### Placement by cell class

Bar = 20 um.
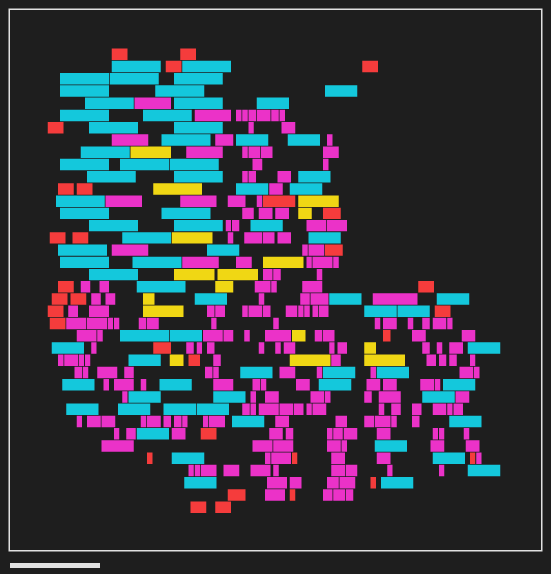
### Gate families picked out

Bar = 20 um.
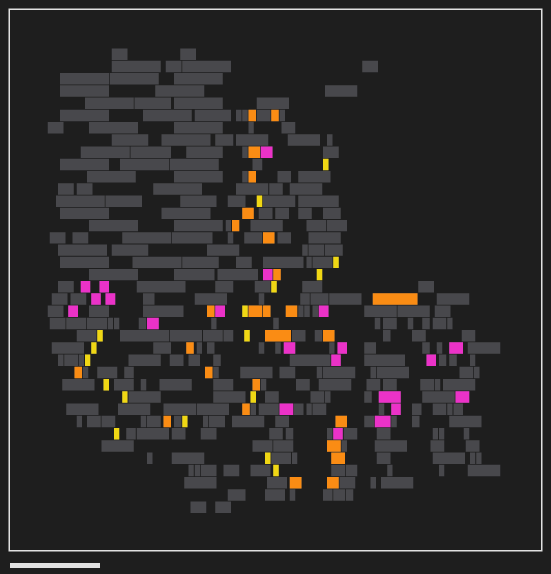
--- config.mk ---
export PLATFORM = sky130hd
export DESIGN_NAME = uart_tx_fifo_param
export DESIGN_NICKNAME = d
export VERILOG_FILES = /design/src/rtl/uart_tx_fifo_param.sv
export SDC_FILE = /design/constraint.sdc
export NUM_CORES = 1
export LEC_CHECK = 0
export CAP_MARGIN = 10
export CELL_PAD_IN_SITES_DETAIL_PLACEMENT = 0
export CELL_PAD_IN_SITES_GLOBAL_PLACEMENT = 1
export CORE_AREA = 8 8 110 112
export CTS_BUF_LIST = sky130_fd_sc_hd__clkbuf_16
export DETAILED_ROUTE_END_ITERATION = 7
export DIE_AREA = 0 0 118 120
export GPL_TIMING_DRIVEN = 0
export PLACE_DENSITY = 0.66
export SYNTH_ARGS = -nofsm -noshare
export SYNTH_HDL_FRONTEND = slang
export SYNTH_SLANG_ARGS = --single-unit
--- constraint.sdc ---
create_clock -name clk -period 7.4 [get_ports clk]
set_input_delay 1.48 -clock clk [delete_from_list [all_inputs] [get_ports clk]]
set_output_delay 1.48 -clock clk [all_outputs]
set_load 0.05 [all_outputs]
--- src/rtl/uart_tx_fifo_param.sv ---
// Parametrised UART transmitter with input FIFO, baud select and stop/parity options.
// Optional parity stage is built only when UART_TX_PARITY_EN is defined.
module uart_tx_fifo_param #(
  parameter int DATA_W     = 8,
  parameter int FIFO_DEPTH = 4,
  parameter int DIV0       = 868,
  parameter int DIV1       = 434,
  parameter int DIV2       = 217,
  parameter int DIV3       = 16
) (
  input  logic                          clk,
  input  logic                          reset,
  input  logic [1:0]                    sel,
  input  logic                          stop2,
  input  logic                          par_odd,
  input  logic                          tx_valid,
  input  logic [DATA_W-1:0]             tx_data,
  output logic                          tx_ready,
  output logic                          tx,
  output logic                          tx_busy,
  output logic                          out_clk,
  output logic [$clog2(FIFO_DEPTH):0]   fifo_cnt
);

  localparam int AW = $clog2(FIFO_DEPTH);
  localparam int CW = AW + 1;
  localparam int BW = $clog2(DATA_W);

`ifdef UART_TX_PARITY_EN
  typedef enum logic [2:0] {
    S_IDLE, S_START, S_DATA, S_PARITY, S_STOP
  } state_t;
`else
  typedef enum logic [2:0] {
    S_IDLE, S_START, S_DATA, S_STOP
  } state_t;
`endif

  state_t              state_q, state_d;
  logic [DATA_W-1:0]   mem_q [FIFO_DEPTH];
  logic [AW-1:0]       wr_q, rd_q;
  logic [CW-1:0]       cnt_q, cnt_d;
  logic [15:0]         div_q, div_d, div_max;
  logic [BW-1:0]       bit_q, bit_d;
  logic [DATA_W-1:0]   shift_q, shift_d;
  logic [1:0]          sel_q;
  logic                stop2_q;
  logic                tx_q, tx_d;
  logic                push, pop, full, tick;

`ifdef UART_TX_PARITY_EN
  logic                par_q;
`else
  logic                unused_par;
  assign unused_par = par_odd;
`endif

  assign full     = (cnt_q == CW'(FIFO_DEPTH));
  assign tx_ready = !full;
  assign push     = tx_valid && !full;
  assign fifo_cnt = cnt_q;
  assign tx       = tx_q;
  assign tx_busy  = (state_q != S_IDLE) || (cnt_q != '0);
  assign tick     = (state_q != S_IDLE) && (div_q == div_max);
  assign out_clk  = tick;
  assign cnt_d    = cnt_q + CW'(push) - CW'(pop);

  // Divisor comes from the per-frame latched select, not the live input.
  always_comb begin
    unique case (sel_q)
      2'b00: div_max = 16'(DIV0 - 1);
      2'b01: div_max = 16'(DIV1 - 1);
      2'b10: div_max = 16'(DIV2 - 1);
      2'b11: div_max = 16'(DIV3 - 1);
    endcase
  end

  always_comb begin
    state_d = state_q;
    div_d   = div_q;
    bit_d   = bit_q;
    shift_d = shift_q;
    pop     = 1'b0;
    if (state_q != S_IDLE) begin
      div_d = tick ? '0 : div_q + 16'd1;
    end
    unique case (state_q)
      S_IDLE: begin
        if (cnt_q != '0) begin
          pop     = 1'b1;
          state_d = S_START;
          div_d   = '0;
        end
      end
      S_START: begin
        if (tick) begin
          state_d = S_DATA;
          bit_d   = '0;
        end
      end
      S_DATA: begin
        if (tick) begin
          shift_d = shift_q >> 1;
          if (bit_q == BW'(DATA_W - 1)) begin
            bit_d = '0;
`ifdef UART_TX_PARITY_EN
            state_d = S_PARITY;
`else
            state_d = S_STOP;
`endif
          end else begin
            bit_d = bit_q + 1'b1;
          end
        end
      end
`ifdef UART_TX_PARITY_EN
      S_PARITY: begin
        if (tick) begin
          state_d = S_STOP;
          bit_d   = '0;
        end
      end
`endif
      S_STOP: begin
        if (tick) begin
          if (stop2_q && !bit_q[0]) begin
            bit_d = 1'b1;
          end else begin
            bit_d = '0;
            // Chain straight into the next frame when work is queued.
            if (cnt_q != '0) begin
              pop     = 1'b1;
              state_d = S_START;
            end else begin
              state_d = S_IDLE;
            end
          end
        end
      end
      default: state_d = S_IDLE;
    endcase
    if (pop) begin
      shift_d = mem_q[rd_q];
    end
  end

  // Line level follows the current state, one edge behind the transition.
  always_comb begin
    unique case (state_q)
      S_IDLE:   tx_d = 1'b1;
      S_START:  tx_d = 1'b0;
      S_DATA:   tx_d = shift_q[0];
`ifdef UART_TX_PARITY_EN
      S_PARITY: tx_d = par_q;
`endif
      S_STOP:   tx_d = 1'b1;
      default:  tx_d = 1'b1;
    endcase
  end

  always_ff @(posedge clk) begin
    if (reset) begin
      state_q <= S_IDLE;
      div_q   <= '0;
      bit_q   <= '0;
      shift_q <= '0;
      sel_q   <= '0;
      stop2_q <= 1'b0;
      tx_q    <= 1'b1;
      wr_q    <= '0;
      rd_q    <= '0;
      cnt_q   <= '0;
`ifdef UART_TX_PARITY_EN
      par_q   <= 1'b0;
`endif
    end else begin
      state_q <= state_d;
      div_q   <= div_d;
      bit_q   <= bit_d;
      shift_q <= shift_d;
      tx_q    <= tx_d;
      cnt_q   <= cnt_d;
      if (push) begin
        wr_q <= wr_q + 1'b1;
      end
      if (pop) begin
        rd_q    <= rd_q + 1'b1;
        sel_q   <= sel;
        stop2_q <= stop2;
`ifdef UART_TX_PARITY_EN
        par_q   <= (^mem_q[rd_q]) ^ par_odd;
`endif
      end
    end
  end

  always_ff @(posedge clk) begin
    if (push) begin
      mem_q[wr_q] <= tx_data;
    end
  end

endmodule

==> impl_metrics.tcl <==
# place-and-route summary
set metrics [dict create \
    worst_hold_slack_across_all_endpoints_ps 458 \
    clockNetworkAreaShare_pct 7.32 \
    log.warning_count 38 \
    clock_tree_from_tritoncts "done" \
    sh_seq_area_pct 42.9 \
    switching_power_uw 518 \
    place_ws_ps 2790 \
    top_layer_used "met4" \
    synth.cellmix.adderShare_pct 7.30 \
    vias 2290 \
    num-clock-buffers 9 \
    status "completed" \
    total_of_warnings_raised_by_yosys 0 \
    top_cells_by_area "sky130_fd_sc_hd__edfxtp_1 (27%), sky130_fd_sc_hd__dfxtp_1 (24%), sky130_fd_sc_hd__ha_1 (6.7%), sky130_fd_sc_hd__mux4_2 (5.1%), sky130_fd_sc_hd__xor2_1 (3.7%)" \
    met2_wirelength_mm 3.28 \
    die_width_um 118 \
    leakage_power_summed_over_all_cells_nw 1.53 \
    power-per-cell-area_mw_per_mm2 355 \
    logic_family "simple AND/OR/NAND/NOR gates" \
    power.share.switching_pct 34.7 \
    final_layout_size_suffix_gt1_share_pct 15.0 \
    yosysUniqueCellTypes 59 \
    totalWireLength_mm 6.78 \
    number_of_inverters_outside_the_clock_class_in_the_layout 17 \
    synth-xor-area-share_pct 5.71 \
    clock-skew-final_ps 10.4 \
    totalPowerFinal_mw 1.49 \
    route.detailed.wl_per_inst_um 14.1 \
    die_area_sq_mm 0.0142 \
    finalSetupViolCount 0 \
    fp-utilization_pct 33.6 \
    yosysTopAreaCell "sky130_fd_sc_hd__edfxtp_1" \
    mi_logic_area_sq_mm 0.00157 \
    post_synth_and_or_nand_nor_area_fraction_pct 15.1 \
    critPathLaunchType "flop" \
    unrepaired_setup_endpoints_after_global_routing "false" \
    cts_setup_buffers 0 \
    final_layout_top_logic_cells "sky130_fd_sc_hd__dfxtp_1 (42), sky130_fd_sc_hd__edfxtp_1 (32), sky130_fd_sc_hd__nand2_1 (29)" \
    worstPathArrival_ps 3470 \
    sequentialPower_uw 526 \
    setup-tns-final_ps 0 \
    slowest_stage "sky130_fd_sc_hd__clkdlybuf4s50_1" \
    cts-buffers-inserted 9 \
    power_clock_uw 453 \
    clockPowerShare_pct 30.4 \
    first_global_vias 2351 \
    drtAntennaViolNets 0 \
    pg_comb_uw 512 \
    area.share.combinational_pct 37.3 \
    ys_chip_area_sq_mm 0.00353 \
    gr_busiest_metal "met2" \
    core-area_sq_mm 0.0105 \
    cp_max_fo 5 \
    finalMaxSlewViolations 0 \
    final_critical_path_setup_slack_ps 2450 \
    yosysSeqAreaShare_pct 51.0 \
    routabilityCongestion 0.708 \
    aoi_share_pct 9.82 \
    cts_root_buf "sky130_fd_sc_hd__clkbuf_16" \
    placement.cell_area_sq_mm 0.00389 \
    regArea_sq_mm 0.00180 \
    buffers_excl_clock 31 \
    netlist_area_pre_place_sq_mm 0.00353 \
    area_grow_syn2layout_pct 19.1 \
    hpwl_mm 4.85 \
    register_share_of_total_power_pct 35.3 \
    grt_use_met2_pct 17.8 \
    hold_path.class "reg -> reg" \
    number_of_antenna_violations_at_the_first_check_in_global_routing 0 \
    worst_slew_margin_rel_pct 63.5 \
    dominant_cells "registers" \
    mi_comb_cells 203 \
    ratio_of_routed_vias_to_standard_cells 4.76 \
    place_inst 465 \
]
Notes on 'Placement by cell class' above:
Key: cyan = flip-flops [cells 74]; red = other buffers and delay cells [cells 31]; magenta = all other logic [cells 220]; yellow = clock drivers and dummy loads [cells 16]

Notes on 'Gate families picked out' above:
Key: orange = inverting AOI/OAI gates [cells 26, most used a21oi_1]; magenta = AND and OR gates [cells 21, most used and3_1]; yellow = inverters [cells 17, most used inv_1]

==> worst paths after layout <==
check	startpoint	end	slack, ps	cells past startpoint
worst max register to register	sel_q[0]	fifo_cnt[2]	3490	16
worst min register to register	bit_q[1]	bit_q[1]	460	2
worst min-delay path	bit_q[1]	bit_q[1]	460	2
worst max-delay path	sel_q[0]	out_clk	2450	7
==> state kept, by name, summed over array words and instances (netlist names), named ones only <==
signal / count
bit_q: 3
sel_q: 2
shift_q: 8
fifo_cnt: 3
div_q: 16
state_q: 2
tx: 1
wr_q: 2
mem_q: 32
rd_q: 2
stop2_q: 1
Power is estimated from default activity; no workload was simulated.
